### Metal layers overlaid, run 1

(4 px per um) Only two layers are drawn.
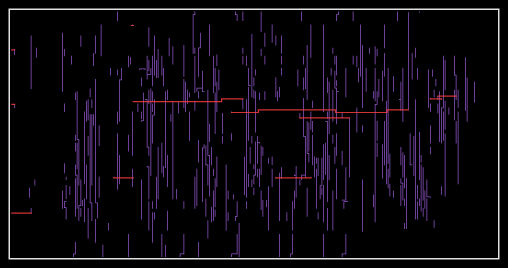
### Close-up of the layout, run 1

Window x 46 to 76, y 16 to 46 um. Cells in grey, sequential cells in the stronger grey; small squares are vias.
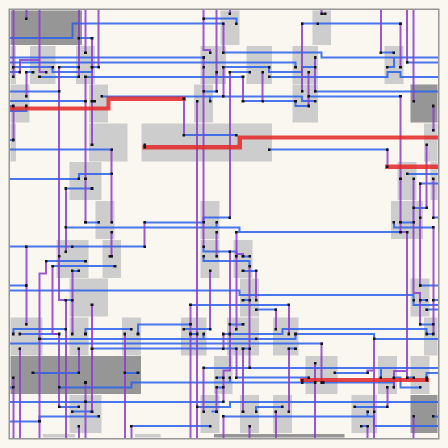
### Logic cells by family, run 1

(4 px per um)
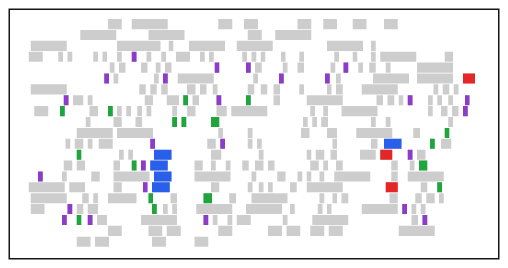
==> config.mk <==
export PLATFORM = sky130hd
export DESIGN_NAME = truth_table_sweeper
export DESIGN_NICKNAME = d
export VERILOG_FILES = /design/src/rtl/truth_table_sweeper.sv
export SDC_FILE = /design/constraint.sdc
export NUM_CORES = 1
export LEC_CHECK = 0
export ABC_AREA = 1
export CELL_PAD_IN_SITES_DETAIL_PLACEMENT = 1
export CELL_PAD_IN_SITES_GLOBAL_PLACEMENT = 1
export CORE_ASPECT_RATIO = 0.5
export CORE_UTILIZATION = 25
export DETAILED_ROUTE_END_ITERATION = 6
export HOLD_SLACK_MARGIN = 0.15
export PLACE_DENSITY_LB_ADDON = 0.1
export REMOVE_ABC_BUFFERS = 1
export SLEW_MARGIN = 20
export SYNTH_ARGS = -nofsm -noshare
export SYNTH_HDL_FRONTEND = slang
export SYNTH_SLANG_ARGS = --single-unit
export TNS_END_PERCENT = 20
==> constraint.sdc <==
create_clock -name clk -period 2.2 [get_ports clk]
set_input_delay 0.55 -clock clk [delete_from_list [all_inputs] [get_ports clk]]
set_output_delay 0.55 -clock clk [all_outputs]
set_load 0.005 [all_outputs]
==> src/rtl/truth_table_sweeper.sv <==
// Drives all 16 input vectors of a 4-input combinational block and captures its truth table.
// Optional golden-table compare (mismatch port) is built when TRUTH_TABLE_COMPARE_EN is defined.
module truth_table_sweeper #(
  parameter int unsigned HOLD_CYCLES = 4,
  parameter logic [15:0] EXPECTED    = 16'h0000
) (
  input  logic        clk,
  input  logic        rst_n,
  input  logic        start,
  output logic        a,
  output logic        b,
  output logic        c,
  output logic        d,
  input  logic        y,
  output logic        busy,
  output logic        done,
  output logic [15:0] table_out
`ifdef TRUTH_TABLE_COMPARE_EN
  ,
  output logic        mismatch
`endif
);

  typedef enum logic [1:0] {
    IDLE  = 2'd0,
    DRIVE = 2'd1,
    DONE  = 2'd2
  } state_e;

  localparam logic [7:0] HOLD_LAST = 8'(HOLD_CYCLES - 1);

  state_e      state_q, state_d;
  logic [3:0]  idx_q, idx_d;
  logic [7:0]  hold_q, hold_d;
  logic [15:0] table_q, table_d;

  always_ff @(posedge clk or negedge rst_n) begin
    if (!rst_n) begin
      state_q <= IDLE;
      idx_q   <= 4'h0;
      hold_q  <= 8'h00;
      table_q <= 16'h0000;
    end else begin
      state_q <= state_d;
      idx_q   <= idx_d;
      hold_q  <= hold_d;
      table_q <= table_d;
    end
  end

  always_comb begin
    state_d = state_q;
    idx_d   = idx_q;
    hold_d  = hold_q;
    table_d = table_q;
    busy    = 1'b0;
    done    = 1'b0;
    {a, b, c, d} = 4'h0;

    case (state_q)
      IDLE: begin
        if (start) begin
          state_d = DRIVE;
          idx_d   = 4'h0;
          hold_d  = 8'h00;
          table_d = 16'h0000;
        end
      end
      DRIVE: begin
        busy         = 1'b1;
        {a, b, c, d} = idx_q;
        // y is sampled on the last cycle of each vector's hold window
        if (hold_q == HOLD_LAST) begin
          hold_d         = 8'h00;
          table_d[idx_q] = y;
          if (idx_q == 4'hF) begin
            state_d = DONE;
          end else begin
            idx_d = idx_q + 4'd1;
          end
        end else begin
          hold_d = hold_q + 8'd1;
        end
      end
      DONE: begin
        done    = 1'b1;
        state_d = IDLE;
      end
      default: begin
        state_d = IDLE;
      end
    endcase
  end

  assign table_out = table_q;

`ifdef TRUTH_TABLE_COMPARE_EN
  logic mismatch_q, mismatch_d;

  // Compare against table_d so the final sampled bit is included at DONE entry
  always_comb begin
    mismatch_d = mismatch_q;
    if (state_q == IDLE && start) begin
      mismatch_d = 1'b0;
    end else if (state_q == DRIVE && state_d == DONE) begin
      mismatch_d = (table_d != EXPECTED);
    end
  end

  always_ff @(posedge clk or negedge rst_n) begin
    if (!rst_n) begin
      mismatch_q <= 1'b0;
    end else begin
      mismatch_q <= mismatch_d;
    end
  end

  assign mismatch = mismatch_q;
`endif

endmodule

==> deck_impl_summary.md, run 1 <==
Synthesis and Place & Route Summary

Status
  – Status: complete, no violations

Power and ir drop
  – Net Sw Power: 0.281 mW
  – Pint: 1.12 mW
  – Sw Share: 20.0%
  – PD cells: 605 nW/um2
  – Leakage: 1.21 nW
  – Register share of total power: 40.6%
  – Clock power frac: 55.4%
  – Comb pwr share: 4.0%

Setup path
  – Crit path max fanout: 12
  – CP Capture Type: primary output
  – Crit Path Class: reg2out
  – CP Launch Type: flop
  – Reg-to-reg startpoint: hold_q[0]
  – Reg2reg path depth: 9
  – Max stage delay cell, worst path: clkdlybuf4s50_1
  – Worst setup path start: state_q[1]
  – Setup slack, reg-to-reg: 480 ps
  – WP data required: 1650 ps
  – Crit-path cells: inv_2 -> nand2_4 -> nor2_1 -> clkdlybuf4s50_1

Place
  – Placer Congestion: 0.733
  – IO Port Bufs: 25
  – Pre-CTS worst setup slack: 292 ps
  – Post-DP HPWL: 3500 um

Timing
  – Skew final: 5.12 ps
  – Hold Fails Final Rpt: 0
  – Worst slew margin: 72.5%
  – Setup Viol. Count Final: 0
  – Worst hold slack: 469 ps
  – Max frequency: 0.481 GHz
  – Crit share post-route: 94.5%
  – Fin Setup TNS: 0 ps
  – RSZ-0062 raised after global routing: false
  – Final max-slew violation count: 0
  – Final WS setup: 120 ps
  – Tmin final: 2080 ps

Floorplanning
  – Core ar.: 6830 um2
  – Die area: 7570 um2
  – Die Width: 122 um
  – Die height: 62.0 um
  – Rows: 21
  – I/O pin total: 26

Route
  – TritonRoute pass-1 iters: 4
  – ANT nets after route: 0
  – 1st-iter DRT viols: 54
  – Via density: 4.59
  – # DRC: 0

Yosys
  – Post-synthesis register bit count: 30
  – Cell area leaders: dfrtp_1 42%, nand2_1 19%, nand3_1 9.5%, nand4_1 5.9%, inv_1 4.0%
  – Synth Flop Type: dfrtp_1
  – MUX share of area: 0%
  – Avg Synthesized Cell Area: 7.29 um2
  – Synth Instances: 247
  – Number of enable flip-flop cells: 0
  – Top cell area share: 41.7%
  – Ys Warns: 0
  – Yosys cell count: 247
  – Top logic family: simple AND/OR/NAND/NOR gates
  – Yosys aoi share: 2.64%
  – Synth cell types: 22
  – Leading area contributor after synthesis: dfrtp_1
  – Synth async-reset ratio: 100%
  – Most common library cells after synthesis: 90 x nand2_1, 34 x nand3_1, 30 x dfrtp_1
  – Adders+Majority by Area: 3.47%
  – Yosys synthesis chip area: 1800 um2
  – Post-synth seq share: 41.7%
  – Yosys xor share: 1.46%

Layout
  – Final net count: 284
  – # diodes: 0
  – Filler cell count: 850
  – Area delta synth->final: 28.8%

Hold path
  – Min-Delay Path Class: reg2reg
  – Worst Hold Path EP: table_out[13]
  – Worst hold path cell count: 2
  – Hold_sp: table_out[13]

CTS
  – CTS clock-pin slew for the worst setup and hold paths: 50 ps
  – TritonCTS buffer count: 5
  – CTS tree: yes
  – Clock Tree Buf Depth: 2
  – Post-CTS Setup Inserts: 0
  – Root Buffer: clkbuf_16
  – Late-Pin Clk Latency: 280 ps
  – # hold bufs at CTS: 0
  – Max H-tree Level: 2

GRT
  – Antenna violations before repair: 0
  – Global-route wire length before repair: 8550 um
  – Vias in the first global route: 1745
  – Grt ovf: 0
  – Largest net degree at the start of global routing: 35

Run
  – Max-cap violations: 0
  – Count of tool warnings: 28
Notes on 'Metal layers overlaid' above:
M3 -> red  # wire length 114 um
M2 -> purple  # wire length 2210 um
All-Layer GR Usage: 15.3%
via count: 1689
routed wire length: 4990 um
WL/cell: 13.6 um

Notes on 'Close-up of the layout' above:
M1 -> blue
M3 -> red
M2 -> purple
most frequent = nand2_1 (19), nand3_1 (8), nand4_1 (6)
cells with their middle in the window = 44
netlist names of flops here include = idx_q (1), table_out (1)
sequential cells in the window = 2

Notes on 'Logic cells by family' above:
inv cells -> purple  # cells 25, where all over the die
fa/ha/maj cells -> blue  # cells 5
nor cells -> green  # cells 17
xor and xnor cells -> red  # cells 3
post-route insts no fill: 368
most instantiated logic cell after routing: nand2_1
Comb/total area: 37.9%

-- run 1: logic make-up (layout without fill, tap and decap cells) --
family,after synthesis,count (layout)
adder cells (fa/ha/maj),5,5
AND-OR/OR-AND,8,8
AND/OR/NAND/NOR,165,165
buffers and inverters,36,65
XOR/XNOR,3,3
flip-flops,30,30
-- run 1: cells in the final DEF, fill, tap and decap left out, types with 4 or more instances in the layout --
cell             count
inv_1               19
buf_4                6
clkdlybuf4s50_1     25
inv_2                6
ha_1                 5
nor2_1              14
o21ai_0              4
dfrtp_1             30
clkbuf_16            5
nand2_1             90
nand4_1             17
nand3_1             34
-- run 1: worst max-delay path, delay by kind of cell (launching register included) --
family	cells	cell delay, ps
DFF	1	370
buffers and inverters	2	600
and+or+nand+nor	2	270
-- run 1: power groups by stage --
| stage | registers (mW) | logic (mW) | clock network (mW) |
|---|---|---|---|
| after floorplan | 0.580 | 0.0108 | 0 |
| after global placement | 0.579 | 0.0577 | 0 |
| after detailed placement | 0.579 | 0.0576 | 0 |
| after CTS | 0.570 | 0.0581 | 0.806 |
| after global routing | 0.571 | 0.0637 | 0.830 |
| final | 0.570 | 0.0558 | 0.778 |
-- run 1: worst max-delay path by stage --
stage | end | slack (ps) | cells after the start
floorplan | table_out[5] | 750 | 8
global placement | b | 320 | 4
detailed placement | b | 290 | 4
CTS | b | 90 | 4
global route | b | 30 | 4
finish | b | 120 | 4
-- run 1: sequential cells by signal, summed over array words and instances, names as in the netlist --
name and cells:
table_out 16, hold_q 8, idx_q 4, state_q 2
-- run 1: routing by layer --
layer / up-vias / global-route usage, % / share of wire (%)
met3: 3 / 4.11 / 2.3
met4: 0 / 5.29 / 0.76
li1: 849 / - / -
met1: 820 / 19.9 / 53
met5: - / 0 / 0
met2: 17 / 25.0 / 44
-- run 1: stage by stage --
step | power, mW | std cells | area, um2
floorplan | 0.591 | 236 | 1720
global placement | 0.637 | 360 | 2150
detailed placement | 0.637 | 360 | 2150
CTS | 1.43 | 368 | 2320
global route | 1.46 | 368 | 2320
finish | 1.40 | 368 | 2320
-- run 1: what timing repair did --
item	CTS	global route
setup endpoints to repair	1	0
gates resized	1	0
endpoints found under the hold margin	0	0
-- run 1: layout make-up --
type / instances / area [um2] / share of cell area (%)
Clock buffer: 5 / 125 / 5.39
Inverter: 25 / 93.8 / 4.05
Timing Repair Buffer: 32 / 315 / 13.6
Clock inverter: 3 / 40.0 / 1.73
Multi-Input combinational cell: 181 / 880 / 37.9
Tap cell: 92 / 115 / 4.96
Sequential cell: 30 / 751 / 32.4
## Run 2: what changed since run 1
- CTS_CLUSTER_DIAMETER: unset -> 100
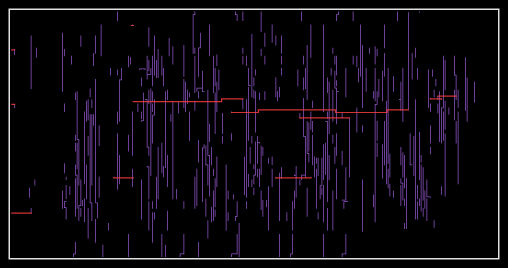
*Metal layers overlaid, run 2*
(4 px per um) Only two layers are drawn.
M2 -> purple  # wire length 2210 um
M3 -> red  # wire length 114 um

==> deck_impl_summary.md, run 2 <==
Synthesis and Place & Route Summary

Floorplanning
  – Core ar.: 6830 um2
  – Rows: 21
  – Die height: 62.0 um
  – I/O pin total: 26
  – Die Width: 122 um
  – Die area: 7570 um2

Place
  – Post-DP HPWL: 3500 um
  – Pre-CTS worst setup slack: 292 ps
  – Dpl cells: 360
  – DP Area: 2150 um2
  – IO Port Bufs: 25

Status
  – Status: complete, no violations

Layout
  – Max FFs per register: 16
  – Post-route insts no fill: 368
  – Most instantiated logic cells after routing: 90 x nand2_1, 34 x nand3_1, 30 x dfrtp_1, 25 x clkdlybuf4s50_1, 19 x inv_1
  – Final instance area: 2320 um2
  – Filler cell count: 850
  – Area delta synth->final: 28.8%
  – # diodes: 0
  – Most instantiated logic cell after routing: nand2_1
  – Final net count: 284

Yosys
  – Yosys cell count: 247
  – Yosys synthesis chip area: 1800 um2
  – Number of enable flip-flop cells: 0
  – Synth cell types: 22
  – Post-synth seq share: 41.7%
  – Ys Warns: 0
  – Most common library cells after synthesis: 90 x nand2_1, 34 x nand3_1, 30 x dfrtp_1
  – Synth Instances: 247
  – Synth async-reset ratio: 100%
  – Leading area contributor after synthesis: dfrtp_1
  – Synth Flop Type: dfrtp_1
  – Cell area leaders: dfrtp_1 42%, nand2_1 19%, nand3_1 9.5%, nand4_1 5.9%, inv_1 4.0%
  – Post-synthesis register bit count: 30

Timing
  – Max frequency: 0.481 GHz
  – Crit share post-route: 94.5%
  – Final WS setup: 120 ps
  – Skew final: 5.12 ps
  – RSZ-0062 raised after global routing: false
  – Final max-slew violation count: 0
  – Fin Setup TNS: 0 ps
  – Setup Viol. Count Final: 0
  – Hold Fails Final Rpt: 0
  – Tmin final: 2080 ps

CTS
  – Late-Pin Clk Latency: 280 ps
  – Post-CTS Setup Inserts: 0
  – Clock Tree Buf Depth: 2
  – CTS resizes: 1
  – CTS clock-pin slew for the worst setup and hold paths: 50 ps
  – Root Buffer: clkbuf_16
  – TritonCTS buffer count: 5
  – Max H-tree Level: 2
  – # hold bufs at CTS: 0
  – CTS tree: yes

Route
  – Highest routing layer actually used: met4
  – ANT nets after route: 0
  – Met2 wire length: 2210 um
  – Met3 wire length: 114 um
  – WL/cell: 13.6 um
  – TritonRoute pass-1 iters: 4
  – Via count: 1689
  – Via density: 4.59
  – # DRC: 0
  – Routed metal-1 wirelength: 2620 um

GRT
  – Global-route wire length before repair: 8550 um
  – Largest net degree at the start of global routing: 35
  – All-Layer GR Usage: 15.3%
  – Grt ovf: 0
  – Vias in the first global route: 1745

Run
  – Max-cap violations: 0
  – Count of tool warnings: 28

Power and ir drop
  – PD cells: 605 nW/um2
  – Design Power: 1.40 mW
  – Leakage: 1.21 nW

Setup path
  – Crit path max fanout: 12
  – CP Launch Type: flop
  – Family with the most delay on the worst path: buffers and inverters
  – Buf+Inv Stages, Crit Path: 2
  – Critical Path Max Stage Delay: 510 ps
  – Max stage delay cell, worst path: clkdlybuf4s50_1
  – WP data required: 1650 ps
  – Crit-path cells: inv_2 -> nand2_4 -> nor2_1 -> clkdlybuf4s50_1
  – Crit Path Class: reg2out
  – CP Capture Type: primary output

Hold path
  – Min-Delay Path Class: reg2reg
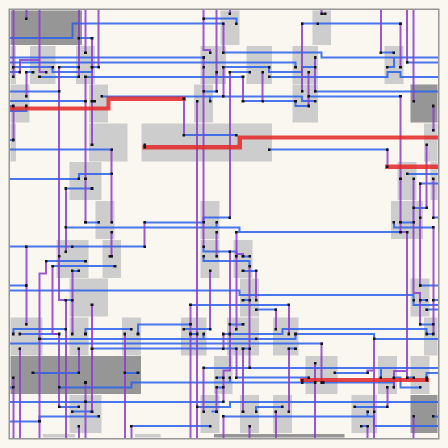
*Close-up of the layout, run 2*
Window x 46 to 76, y 16 to 46 um. Cells in grey, sequential cells in the stronger grey; small squares are vias.
M1 -> blue
M3 -> red
M2 -> purple
most frequent = nand2_1 (19), nand3_1 (8), nand4_1 (6)
sequential cells in the window = 2
netlist names of flops here include = idx_q (1), table_out (1)
cells with their middle in the window = 44

-- run 2: path summary, 6_finish.rpt --
kind,from,end,cells after the start
worst max-delay path,state_q[1],b,4
worst min-delay path,table_out[13],table_out[13],2
worst max register to register,hold_q[0],table_out[5],9
worst min register to register,table_out[13],table_out[13],2
max in group asynchronous,rst_n,table_out[10],2
min in group asynchronous,rst_n,state_q[0],2
-- run 2: logic make-up after synthesis --
| kind of cell | synth area share [%] |
|---|---|
| buf+inv | 9.73 |
| simple gates | 41.0 |
| xor+xnor | 1.46 |
| flops | 41.7 |
| fa+ha+maj | 3.47 |
| compound gates | 2.64 |
-- run 2: where the power goes --
group	internal [mW]	switching, mW	total, mW
Clock	0.529	0.249	0.778
Combinational	0.0300	0.0258	0.0558
Sequential	0.564	0.00601	0.570
-- run 2: worst reg2reg max path: stages (launching register included) --
cell	delay [ps]
dfrtp_1	400
ha_1	250
nand2_1	90
nor2_2	110
nand2_2	90
nand2_4	300
nand2_1	120
inv_2	140
nand2_1	80
nand2_1	70
-- run 2: per-stage QoR --
step	util (%)	hold WS (ps)
final	34.0	469
after global routing	34.0	492
after detailed placement	31.5	460
after CTS	34.0	474
after global placement	31.5	457
after floorplan	-	254
-- run 2: final cells by class --
cell class	count	area, um2	share of cell area, %
inverter	25	93.8	4.05
clock buffer	5	125	5.39
sequential	30	751	32.4
timing repair buffer	32	315	13.6
multi-input combinational	181	880	37.9
tap	92	115	4.96
clock inverter	3	40.0	1.73
-- run 2: routing by layer --
layer  track usage, %  vias to the layer above
met4             5.29                        0
li1                 -                      849
met3             4.11                        3
met1             19.9                      820
met5                0                        -
met2             25.0                       17
## Run 3: what changed since run 2
- HOLD_SLACK_MARGIN: 0.15 -> 0.03
- MAX_ROUTING_LAYER: unset -> met4
- TNS_END_PERCENT: 20 -> 1
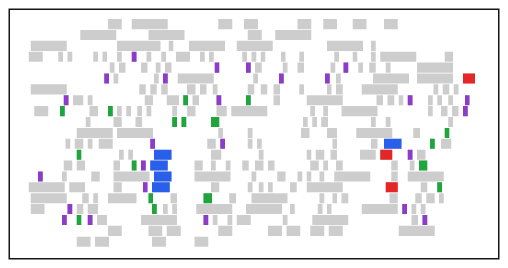
*Logic cells by family, run 3*
(4 px per um)
nor cells -> green  # cells 17
xor and xnor cells -> red  # cells 3
fa/ha/maj cells -> blue  # cells 5
inv cells -> purple  # cells 25, where all over the die

==> deck_impl_summary.md, run 3 <==
Synthesis and Place & Route Summary

Layout
  – Most instantiated logic cells after routing: 90 x nand2_1, 34 x nand3_1, 30 x dfrtp_1, 25 x clkdlybuf4s50_1, 19 x inv_1
  – Filler cell count: 850
  – Final instance area: 2320 um2
  – Post-route insts no fill: 368
  – Comb. cell area: 880 um2
  – Area delta synth->final: 28.8%
  – Most instantiated logic cell after routing: nand2_1
  – # diodes: 0
  – FF/Latch Area: 751 um2
  – Final net count: 284
  – Share of post-route cells with drive strength above 1: 11.2%
  – Max FFs per register: 16

Yosys
  – Synth Instances: 247
  – Post-synthesis simple-gate area fraction: 41.0%
  – Synth Flop Type: dfrtp_1
  – Synth async-reset ratio: 100%
  – Yosys cell count: 247
  – Yosys aoi share: 2.64%
  – Adders+Majority by Area: 3.47%
  – Cell area leaders: dfrtp_1 42%, nand2_1 19%, nand3_1 9.5%, nand4_1 5.9%, inv_1 4.0%
  – Count leader, synth: nand2_1
  – Ys Warns: 0
  – Avg Synthesized Cell Area: 7.29 um2
  – Yosys synthesis chip area: 1800 um2
  – Post-synth seq share: 41.7%
  – Number of enable flip-flop cells: 0
  – Top cell area share: 41.7%
  – Yosys xor share: 1.46%
  – Synth cell types: 22
  – Most common library cells after synthesis: 90 x nand2_1, 34 x nand3_1, 30 x dfrtp_1
  – Top logic family: simple AND/OR/NAND/NOR gates
  – MUX share of area: 0%
  – Post-synthesis register bit count: 30
  – Mapped Area: 1800 um2
  – Leading area contributor after synthesis: dfrtp_1

Setup path
  – CP Capture Type: primary output
  – Crit Path Class: reg2out
  – Worst setup path start: state_q[1]
  – Crit path max fanout: 12
  – CP Launch Type: flop
  – WP data required: 1650 ps
  – CP arrival: 1530 ps
  – Reg-to-reg startpoint: hold_q[0]

CTS
  – Max H-tree Level: 2
  – CTS clock-pin slew for the worst setup and hold paths: 50 ps
  – Root Buffer: clkbuf_16
  – Post-CTS Setup Inserts: 0
  – Late-Pin Clk Latency: 280 ps
  – Clk sink count: 30
  – # hold bufs at CTS: 0
  – CTS tree: yes
  – TritonCTS buffer count: 5
  – Clock Tree Buf Depth: 2

Place
  – Post-DP HPWL: 3500 um
  – Placer Congestion: 0.742
  – DP Area: 2150 um2
  – IO Port Bufs: 25
  – Dpl cells: 360

Route
  – 1st-iter DRT viols: 70
  – Via count: 1688
  – # DRC: 0
  – ANT nets after route: 0
  – TritonRoute pass-1 iters: 4
  – Via density: 4.59

Floorplanning
  – I/O pin total: 26
  – Die Width: 122 um
  – Die height: 62.0 um
  – Core ar.: 6830 um2
  – Rows: 21
  – Die area: 7570 um2
  – Initial Utilization: 26.4%

Timing
  – Worst slew margin: 72.3%
  – Fin Setup TNS: 0 ps
  – Setup Viol. Count Final: 0
  – Skew final: 5.12 ps
  – Slew of the pin with the lowest slew margin: 415 ps
  – Crit share post-route: 94.5%
  – Hold Fails Final Rpt: 0
  – Final max-slew violation count: 0
  – Max frequency: 0.481 GHz
  – Tmin final: 2080 ps
  – RSZ-0062 raised after global routing: false

GRT
  – Largest net degree at the start of global routing: 35
  – Global-route wire length before repair: 8550 um
  – All-Layer GR Usage: 15.8%
  – Met1 usage: 19.8%
  – Top Usage Layer GRT: met2
  – Grt ovf: 0
  – Antenna violations before repair: 0
  – GR Util met2: 25.2%
  – Vias in the first global route: 1742
  – GR Util met3: 4.11%

Power and ir drop
  – PD cells: 606 nW/um2
  – Leakage: 1.21 nW
  – Design Power: 1.41 mW
  – Max VDD drop: 0.223 mV

Hold path
  – Min-Delay Path Class: reg2reg
  – Hold_sp: table_out[13]

Run
  – Max-cap violations: 0
  – Count of tool warnings: 28

Status
  – Status: complete, no violations
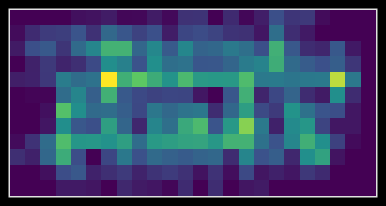
*Routed metal per tile, run 3*
(3 px per um) The die is cut into 24 by 12 equal tiles; dark purple is low, yellow is high, scaled to the fullest tile. Values are wire area over tile area, all layers added.
mean over tiles = 0.10
nearly empty tiles = 18%
densest ninth of the die = centre
WL/cell: 13.5 um
routed wire length: 4970 um

==> run 3: cell counts after synthesis <==
Identical to the previous run, type by type.
==> run 3: worst paths after layout <==
path,end,slack (ps),cells past startpoint
worst max-delay path,b,120,4
worst min-delay path,table_out[13],470,2
worst max register to register,table_out[5],480,9
worst min register to register,table_out[13],470,2
max in group asynchronous,table_out[7],1220,2
min in group asynchronous,state_q[0],680,2
==> run 3: cell families (layout without fill, tap and decap cells) <==
logic type | Yosys count | count (layout)
buffers and inverters | 36 | 65
and+or+nand+nor | 165 | 165
DFF | 30 | 30
xor gates and xnor gates | 3 | 3
AOI/OAI and AO/OA | 8 | 8
adders and majority gates | 5 | 5
==> run 3: power by group <==
| part | total, mW | internal (mW) | leakage (nW) | switching [mW] |
|---|---|---|---|---|
| logic | 0.0558 | 0.0300 | 0.750 | 0.0258 |
| clock network | 0.780 | 0.529 | 0.0836 | 0.251 |
| registers | 0.570 | 0.564 | 0.376 | 0.00600 |
| total | 1.41 | 1.12 | 1.21 | 0.283 |
==> run 3: critical path, stage by stage, from the launching register on <==
cell             delay [ps]
dfrtp_1                 370
inv_2                    90
nand2_4                 130
nor2_1                  140
clkdlybuf4s50_1         510
==> run 3: area by class of cell <==
type | instances | share of cell area, %
clock inverter | 3 | 1.73
tap | 92 | 4.96
sequential | 30 | 32.4
timing repair buffer | 32 | 13.6
clock buffer | 5 | 5.39
multi-input combinational | 181 | 37.9
inverter | 25 | 4.05
==> run 3: routing by layer <==
layer,routed length (um),share of wire [%]
met2,2200,44
met5,0,0
met1,2580,52
met3,120,2.4
met4,74,1.5
==> run 3: through the flow <==
stage	utilization, %	setup WS (ps)	hold WS [ps]
2_1_floorplan	-	754	254
3_5_place_dp	31.5	292	460
6_report	34.0	121	469
5_1_grt	34.0	34.7	492
3_3_place_gp	31.5	315	457
4_1_cts	34.0	93.1	474
==> run 3: repair_timing <==
| action | CTS | global route |
|---|---|---|
| endpoints found under the setup margin | 1 | 0 |
| hold endpoints to repair | 0 | 0 |
| gates resized | 1 | 0 |
Power figures rest on the tool's default switching activity, not on a simulated workload.
